$ cat src/rtl/cache_arbiter.sv
`default_nettype none
// ============================================================================
// Module      : cache_arbiter
// Description : Round-robin arbiter that merges I-cache line fills and D-cache
//               fills/write-backs onto one shared memory port. It allows only
//               one memory transaction at a time.
// Revision    : 1.0 - initial release
// ============================================================================
module cache_arbiter #(
  parameter int LINE_WIDTH = 256,
  parameter int ADDR_WIDTH = 32
) (
  input  logic                  clk,
  input  logic                  rst,
  // I-cache side
  input  logic                  inst_read,
  input  logic [ADDR_WIDTH-1:0] inst_address,
  output logic [LINE_WIDTH-1:0] inst_rdata,
  output logic                  inst_resp,
  // D-cache side
  input  logic                  data_read,
  input  logic                  data_write,
  input  logic [ADDR_WIDTH-1:0] data_address,
  input  logic [LINE_WIDTH-1:0] data_wdata,
  output logic [LINE_WIDTH-1:0] data_rdata,
  output logic                  data_resp,
  // Shared memory side
  output logic                  mem_read,
  output logic                  mem_write,
  output logic [ADDR_WIDTH-1:0] mem_address,
  output logic [LINE_WIDTH-1:0] mem_wdata,
  input  logic [LINE_WIDTH-1:0] mem_rdata,
  input  logic                  mem_resp
);

  typedef enum logic [1:0] {
    IDLE    = 2'd0,
    SERVE_I = 2'd1,
    SERVE_D = 2'd2
  } state_t;

  localparam logic GRANT_I = 1'b0;
  localparam logic GRANT_D = 1'b1;

  state_t                state_q, state_d;
  logic                  last_grant_q, last_grant_d;
  logic [ADDR_WIDTH-1:0] addr_q, addr_d;
  logic [LINE_WIDTH-1:0] wdata_q, wdata_d;
  logic                  write_q, write_d;

  logic                  d_req;
  logic                  pick_d;

  // A combined read+write from the D-cache counts as a single write request.
  assign d_req  = data_read | data_write;
  // D wins when it is alone, or on a tie when I was granted last.
  assign pick_d = d_req & (~inst_read | (last_grant_q == GRANT_I));

  // Memory-side address/data come only from the latched copy, so requester
  // changes during a transaction cannot leak onto the bus.
  assign mem_address = addr_q;
  assign mem_wdata   = wdata_q;

  // Read data is routed to both sides; only the pulsed side consumes it.
  assign inst_rdata  = mem_rdata;
  assign data_rdata  = mem_rdata;

  // State and transaction registers; reset abandons any open transaction.
  always_ff @(posedge clk or posedge rst) begin
    if (rst) begin
      state_q      <= IDLE;
      last_grant_q <= GRANT_I;
      addr_q       <= '0;
      wdata_q      <= '0;
      write_q      <= 1'b0;
    end else begin
      state_q      <= state_d;
      last_grant_q <= last_grant_d;
      addr_q       <= addr_d;
      wdata_q      <= wdata_d;
      write_q      <= write_d;
    end
  end

  // Arbitration, request latching, memory strobes and completion pulses.
  always_comb begin
    state_d      = state_q;
    last_grant_d = last_grant_q;
    addr_d       = addr_q;
    wdata_d      = wdata_q;
    write_d      = write_q;
    mem_read     = 1'b0;
    mem_write    = 1'b0;
    inst_resp    = 1'b0;
    data_resp    = 1'b0;

    case (state_q)
      IDLE: begin
        // Strobes stay low here, which guarantees a gap cycle between
        // consecutive memory transactions. mem_resp is ignored in IDLE.
        if (pick_d) begin
          state_d = SERVE_D;
          addr_d  = data_address;
          wdata_d = data_wdata;
          write_d = data_write;
        end else if (inst_read) begin
          state_d = SERVE_I;
          addr_d  = inst_address;
          wdata_d = data_wdata;
          write_d = 1'b0;
        end
      end

      SERVE_I: begin
        mem_read = 1'b1;
        if (mem_resp) begin
          inst_resp    = 1'b1;
          state_d      = IDLE;
          last_grant_d = GRANT_I;
        end
      end

      SERVE_D: begin
        mem_read  = ~write_q;
        mem_write = write_q;
        if (mem_resp) begin
          data_resp    = 1'b1;
          state_d      = IDLE;
          last_grant_d = GRANT_D;
        end
      end

      default: begin
        state_d = IDLE;
      end
    endcase
  end

endmodule
`default_nettype wire

$ cat config.mk
export PLATFORM = sky130hd
export DESIGN_NAME = cache_arbiter
export DESIGN_NICKNAME = d
export VERILOG_FILES = /design/src/rtl/cache_arbiter.sv
export SDC_FILE = /design/constraint.sdc
export NUM_CORES = 1
export LEC_CHECK = 0
export ABC_AREA = 1
export CAP_MARGIN = 20
export CORE_AREA = 3 3 540 542
export CTS_CLUSTER_SIZE = 8
export DETAILED_ROUTE_END_ITERATION = 7
export DIE_AREA = 0 0 543 545
export GPL_ROUTABILITY_DRIVEN = 0
export GPL_TIMING_DRIVEN = 0
export PLACE_DENSITY = 0.3
export SLEW_MARGIN = 10
export SYNTH_ARGS = -nofsm -noshare
export SYNTH_HDL_FRONTEND = slang
export SYNTH_SLANG_ARGS = --single-unit
$ cat constraint.sdc
create_clock -name clk -period 14.3 [get_ports clk]
set_input_delay 2.86 -clock clk [delete_from_list [all_inputs] [get_ports clk]]
set_output_delay 2.86 -clock clk [all_outputs]
set_load 0.03 [all_outputs]
**Run 1: power grid**

The bar under the picture is 200 µm long. Pins as bars on the die edge. Tap cells in grey.
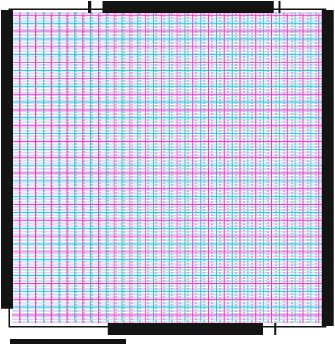
Key: cyan = VDD; magenta = VSS
39 straps on met5. 3781 tap cells. 198 met1 rails follow the rows. 1386 signal pins sit on the boundary.
Die Wd: 543 µm
CORE AREA: 287000 µm²
Peak VDD IR: 0.0879 mV

**Run 1: cell classes on the final placement**

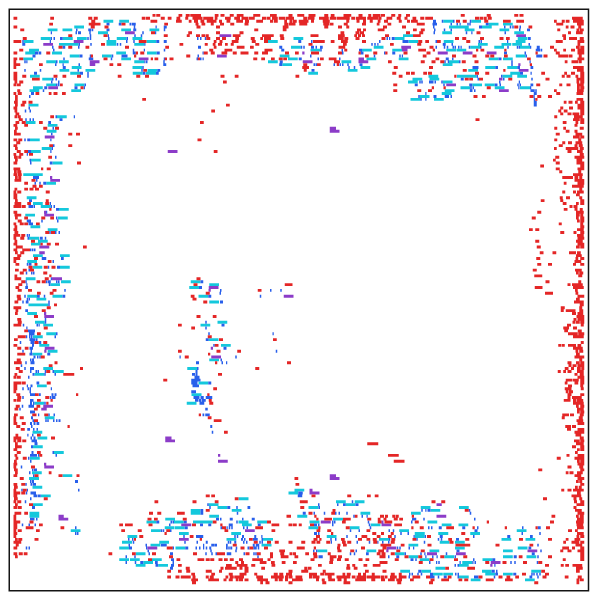
Key: purple = clock drivers and dummy loads [cells 74, share of their area 5.1%]; blue = remaining logic cells [cells 1038, share of their area 14%]; red = remaining buffers and delay cells [cells 1719, share of their area 55%]; cyan = registers [cells 292, share of their area 26%]
Finished Cell Area: 33300 µm²
flop share of the area: 0.220

==> impl_metrics.json, run 1 <==
{
  "status": "complete, no violations",
  "postSynthSeqShare": 0.469,
  "utilization": 0.116,
  "path_cells": "clkdlybuf4s50_1 -> nand2_1 -> inv_1 -> clkdlybuf4s50_1",
  "setup_viol": 0,
  "cpMostUsedCell": "clkdlybuf4s50_1",
  "worst-path-buf-inv": 3,
  "drive_gt1_frac": 0.207,
  "met2_usage": 0.156,
  "yosysUniqueCellTypes": 19,
  "total_power_mw": 6.41,
  "r2r_start": "state_q[0]",
  "sh_comb_area": 0.112,
  "final_net_count": 3685,
  "use_met3": 0.0515,
  "viasPerCell": 2.41,
  "n_tap_cell": 3781,
  "hold_start": "mem_address[19]",
  "wl_met1_um": 60800,
  "die_area_um2": 296000,
  "whs_endpoint": "mem_address[19]",
  "fp_util": 0.0542,
  "ant_nets": 0,
  "clock_buffer_count": 63,
  "grt_max_degree": 94,
  "fill_cells": 33100,
  "n_antenna_cell": 14,
  "grt-busiest-layer": "met2",
  "adder_share": 0.00322,
  "first_global_vias": 17000,
  "period_needed_ns": 7.33,
  "worstHoldPathType": "reg -> reg",
  "inv_count": 78,
  "warning_count": 29,
  "max_cap_viol_count": 0,
  "critical-path-top-delay-family": "buffers and inverters",
  "period_used_share": 0.512,
  "worstSetupPathDepth": 4,
  "drtPass1Iterations": 4,
  "hold_violations": 0,
  "overflow": 0,
  "synthCells": 1914,
  "grt_first_pass_wirelength_um": 188000,
  "worstPathMaxFanout": 3,
  "leakagePower_nw": 14.6,
  "cts-htree-levels": 2,
  "antenna_found_initial": 61,
  "dominant-cell-class": "buffers",
  "clock_cell_area_share": 0.0435,
  "crit_slowest_cell": "clkdlybuf4s50_1",
  "buf_share": 0.472,
  "yosys.area.top_type": "dfrtp_1",
  "fin_ws_ns": 6.97,
  "synth.top_cell.area_share": 0.469,
  "cts_tree": "built",
  "cts.sink_count": 292,
  "ys_chip_area_um2": 15600,
  "clk_pin_slew_worst_paths_ns": 0.05,
  "dp_hpwl_um": 135000,
  "cts_max_path_buffers": 3,
  "hold_path_depth": 2,
  "drt_iter0_drc": 860,
  "arrival_ns": 4.47,
  "reg2reg_depth": 8,
  "cp-startpoint": "mem_resp",
  "final_cell_mix": "1129 x clkdlybuf4s50_1, 879 x nand2_1, 526 x buf_4, 292 x dfrtp_1, 76 x inv_1",
  "worst_pin_slew_ns": 0.897,
  "comb_cells": 960,
  "aoi_share": 0.00185,
  "dr_wl_met3_um": 19300,
  "fmax_ghz": 0.136,
  "io_buffers": 1129,
  "netlist_area_um2": 15600,
  "cts_setup_buffers": 0,
  "cts-root-buf": "clkbuf_16",
  "postSynthAreaPerCell_um2": 8.13,
  "cp_data_required_time_ns": 11.44,
  "layout_top_cell": "clkdlybuf4s50_1",
  "drc": 0,
  "worstSetupEndpointType": "output pin",
  "slew_viol_final": 0,
  "buffers": 1719,
  "seqCellArea_um2": 7310,
  "cp-endpoint": "data_resp",
  "crit_path_max_incr_delay_ns": 0.87,
  "r2r-end": "mem_address[8]",
  "cts_hold_buf": 0
}
**Run 1: clock distribution**

The bar under the picture is 200 µm long.
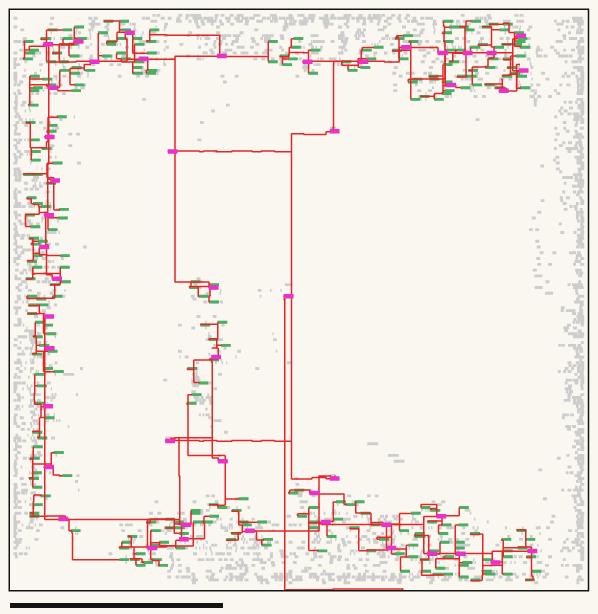
Key: red = clock wires [length 7510 µm]; magenta = clock-net drivers [count 48]; green = flip-flops [count 292]
There are 49 routed clock nets. Position of the flops: widely spread.
clock share of power: 0.178
Latency at later pin: 0.64 ns
Clock Skews: 0.0287 ns
P_clk: 1.14 mW

[run 1: sequential cells by signal, indices dropped and copies added (netlist names)]
register / flops
mem_address: 32
mem_wdata: 256
last_grant_q: 1
state_q: 2
write_q: 1
[run 1: Yosys cell counts, drive strengths merged]
master / n
nand2: 880
o21ai: 3
dfrtp: 292
nand3: 67
ha: 4
clkbuf: 14
nor2: 3
inv: 78
buf: 570
nand4: 1
a21oi: 2
[run 1: per-stage QoR]
step	hold WS (ns)	std cells
2_1_floorplan	0.449	1914
3_3_place_gp	0.465	6824
3_5_place_dp	0.465	6830
4_1_cts	0.480	6904
5_1_grt	0.490	6911
6_report	0.478	6918
[run 1: power breakdown]
part | switching [mW] | internal (mW)
logic | 2.47 | 1.28
clock network | 0.477 | 0.661
registers | 0.280 | 1.24
## Run 2: what changed since run 1
- clock period: 14.3 -> 7.3 ns (I/O delays scaled with it)
==> run 2 against run 1 <==
Net effect: total power grew 97%; critical path type unchanged; flip-flop count unchanged; largest power group unchanged; largest cell class unchanged; sequential share of layout area shrank 0.089 points.
==> impl_metrics.json, run 2 <==
{
  "hold_violations": 0,
  "postSynthSeqShare": 0.469,
  "met2_usage": 0.161,
  "die_area_um2": 296000,
  "worstHoldPathType": "reg -> reg",
  "first_global_vias": 17300,
  "cts-root-buf": "clkbuf_16",
  "adder_share": 0.00322,
  "whs_ns": 0.476,
  "yosys.area.top_type": "dfrtp_1",
  "top_power_group": "combinational logic",
  "powerClk_mw": 2.24,
  "max_cap_viol_count": 0,
  "cp_data_required_time_ns": 5.84,
  "dr_wl_met3_um": 19000,
  "io_buffers": 1129,
  "total_power_mw": 12.6,
  "cts_hold_buf": 0,
  "crit_path_max_incr_delay_ns": 0.72,
  "clk_pin_slew_worst_paths_ns": 0.05,
  "sequentialPower_mw": 2.98,
  "dp.cells": 6839,
  "netlist_area_um2": 15600,
  "p_seq_frac": 0.235,
  "grt_first_pass_wirelength_um": 190000,
  "worst-path-buf-inv": 3,
  "drive_gt1_frac": 0.209,
  "grt-busiest-layer": "met2",
  "fill_cells": 33000,
  "final_cell_mix": "1129 x clkdlybuf4s50_1, 879 x nand2_1, 526 x buf_4, 292 x dfrtp_1, 76 x inv_1",
  "worstSetupEndpointType": "output pin",
  "seqCellArea_um2": 7310,
  "crit_slowest_cell": "clkdlybuf4s50_1",
  "ant_nets": 0,
  "yosysUniqueCellTypes": 19,
  "fp.dieW_um": 543,
  "fin_skew_ns": 0.0389,
  "swShare": 0.505,
  "reg2reg_depth": 8,
  "warning_count": 29,
  "cts.sink_count": 292,
  "cts-htree-levels": 2,
  "fp_util": 0.0542,
  "stdcell_area_um2": 33400,
  "hold_path_depth": 2,
  "r2r_start": "state_q[0]",
  "synth.top_cell.area_share": 0.469,
  "status": "complete, no violations",
  "synth.most_common_cell": "nand2_1",
  "max-vdd-ir-drop_mv": 0.184,
  "p_comb_mw": 7.43,
  "antenna_found_initial": 58,
  "postSynthAreaPerCell_um2": 8.13,
  "cts_setup_buffers": 0,
  "clkLatencyLatePin_ns": 0.66,
  "slew_viol_final": 0,
  "p_comb_frac": 0.588,
  "aoi_share": 0.00185,
  "path_cells": "clkdlybuf4s50_1 -> nand2_1 -> inv_1 -> clkdlybuf4s50_1",
  "p_int_mw": 6.26,
  "drtPass1Iterations": 5,
  "cts_tree": "built",
  "final_net_count": 3694,
  "r2r-end": "mem_address[8]",
  "p_sw_mw": 6.39,
  "edf_count": 0,
  "drc": 0,
  "use_met3": 0.0513,
  "common_cells": "879 x nand2_1, 526 x buf_4, 292 x dfrtp_1",
  "period_used_share": 0.596,
  "overflow": 0
}
-- run 2: cell counts after synthesis --
No cell type changed its count.
-- run 2: area by class of cell --
type                    count  share of cell area
inverters                  78             0.00888
multi-input cells         960               0.112
well taps                3781               0.142
plain buffers             584               0.127
clock buffers              64              0.0408
repair buffers           1144               0.349
flip-flops and latches    292               0.219
diodes                     10            0.000749
clock inverters             9             0.00187
-- run 2: worst max path at each step --
stage              from             end  slack, ns  cells past startpoint
2_1_floorplan       rst    last_grant_q       1.96                      1
3_3_place_gp        rst  mem_wdata[142]      -1.80                      2
6_report       mem_resp       inst_resp       2.95                      4
4_1_cts        mem_resp       inst_resp       2.92                      4
3_5_place_dp   mem_resp       inst_resp       2.92                      4
5_1_grt        mem_resp       inst_resp       2.88                      4
**Run 2: routed metal, one colour a layer**

The bar under the picture is 200 µm long. Only two layers are drawn.
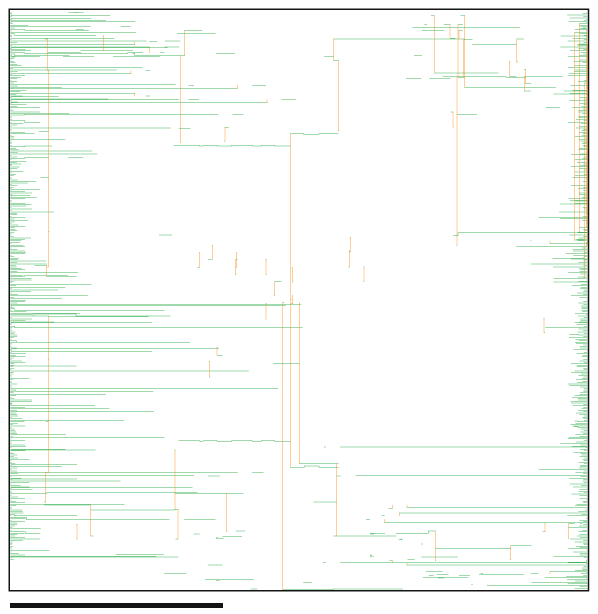
Key: green = M3 [wire length 19000 µm]; orange = M4 [wire length 3300 µm]
total number of vias: 16600
final wirelength: 155000 µm
Routed WL per cell: 22.3 µm
Total Routing Usage GR: 0.0994

## Run 3: what changed since run 2
- CORE_AREA: 3 3 540 542 -> 3 3 535 537
- DIE_AREA: 0 0 543 545 -> 0 0 538 540
- clock period: 7.3 -> 3.8 ns (I/O delays scaled with it)
==> run 3 against run 2 <==
Net effect: clock skew shrank 0.0024 ns; highest routed layer unchanged; synthesized cell count is the same; setup slack lost 2.5 ns; first-iteration DRC count shrank 23%; clock-buffer cell count shrank 6; final area shrank 0.53%; non-clock buffer count shrank 4; critical path depth grew 1.
==> impl_metrics.json, run 3 <==
{
  "warning_count": 30,
  "fill_cells": 32500,
  "common_cells": "879 x nand2_1, 526 x buf_4, 292 x dfrtp_1",
  "p_seq_frac": 0.237,
  "edf_count": 0,
  "synthCells": 1914,
  "drt_iter0_drc": 623,
  "synth.top_cell.area_share": 0.469,
  "path_cells": "inv_1 -> ha_1 -> inv_1 -> nor2_1 -> clkdlybuf4s50_1",
  "status": "complete, no violations",
  "cts_setup_buffers": 0,
  "grt_first_pass_wirelength_um": 188000,
  "swShare": 0.509,
  "r2r_start": "state_q[0]",
  "async_flop_share": 1.00,
  "first_global_vias": 17200,
  "top_power_group": "combinational logic",
  "postSynthAreaPerCell_um2": 8.13,
  "dp.cells": 6797,
  "whs_ns": 0.479,
  "sequentialPower_mw": 5.73,
  "cpMostUsedCell": "inv_1",
  "layout_top_cell": "clkdlybuf4s50_1",
  "synth.most_common_cell": "nand2_1",
  "cp-endpoint": "mem_read",
  "cp-startpoint": "state_q[1]",
  "synth_top_flop_cell": "dfrtp_1",
  "critical-path-top-delay-family": "buffers and inverters",
  "r2r-end": "mem_address[8]",
  "fp.dieW_um": 538,
  "yosys.area.top_type": "dfrtp_1",
  "worstSetupEndpointType": "output pin",
  "worstSetupPathDepth": 5,
  "yosysUniqueCellTypes": 19,
  "adder_share": 0.00322,
  "antenna_found_initial": 76,
  "core_area_um2": 282000,
  "fp_util": 0.0552,
  "fin_ws_ns": 0.421,
  "final_net_count": 3690,
  "fmax_ghz": 0.296,
  "hold_start": "mem_wdata[62]",
  "worstPathMaxFanout": 4,
  "grt_max_degree": 35,
  "dr_wl_met3_um": 21600,
  "cp_data_required_time_ns": 3.04,
  "viasPerCell": 2.41,
  "leakagePower_nw": 14.6,
  "utilization": 0.118,
  "max-vdd-ir-drop_mv": 0.313,
  "stdcell_area_um2": 33200,
  "worst-path-buf-inv": 3,
  "whs_endpoint": "mem_wdata[62]",
  "hold_violations": 0,
  "total_power_mw": 24.1,
  "clk_pin_slew_worst_paths_ns": 0.06,
  "track_usage": 0.100,
  "cts_max_path_buffers": 3,
  "p_sw_mw": 12.3,
  "drc": 0,
  "postSynthSeqShare": 0.469,
  "worstHoldPathType": "reg -> reg",
  "wire_per_inst_um": 22.2,
  "vias": 16600,
  "cts-htree-levels": 2,
  "p_comb_frac": 0.586,
  "dp_hpwl_um": 136000,
  "worst_pin_slew_ns": 0.910,
  "cts.sink_count": 292,
  "setup_viol": 0,
  "p_comb_mw": 14.1,
  "slew_viol_final": 0,
  "cts-root-buf": "clkbuf_16",
  "crit_path_max_incr_delay_ns": 0.83
}
[run 3: cell count changes in the layout (fill, tap and decap cells not counted), moves of 2 or more]
| cell | change |
|---|---|
| clkinvlp_4 | -3 |
| diode_2 | +2 |
| clkbuf_8 | -3 |
| clkbuf_1 | -2 |
| buf_16 | -4 |
[run 3: cell type report]
cell class	instances	area share
repair buffers	1140	0.347
flip-flops and latches	292	0.220
well taps	3743	0.141
plain buffers	584	0.127
multi-input cells	960	0.113
clock buffers	58	0.0388
inverters	78	0.00893
clock inverters	10	0.00335
diodes	12	0.000904
[run 3: metal layers]
metal	global-route usage	up-vias
li1	-	7619
met5	0	-
met1	0.110	7718
met4	0.0232	70
met2	0.164	993
met3	0.0612	190
**Run 3: clock distribution**

The bar under the picture is 200 µm long.
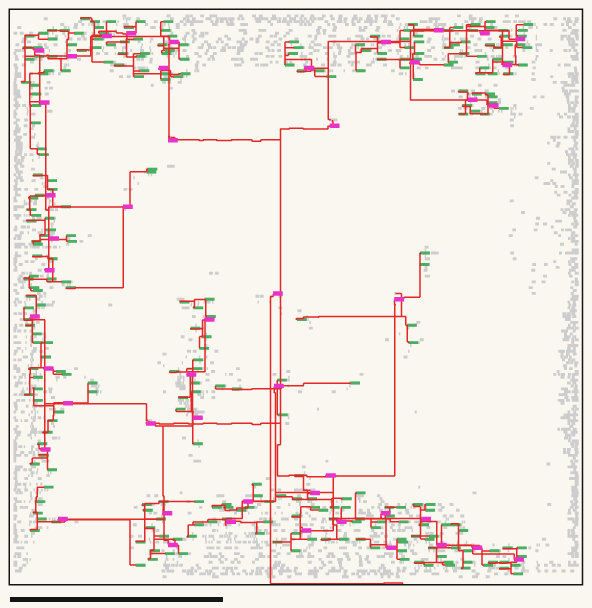
Key: magenta = clock-net drivers [count 48]; green = flip-flops [count 292]; red = clock wires [length 8080 µm]
Position of the flops: widely spread. There are 49 routed clock nets.
clock share of power: 0.177
Latency at later pin: 0.68 ns
P_clk: 4.27 mW
Clock Skews: 0.0364 ns

No activity file was given, so power comes from the tool's default toggle rates.
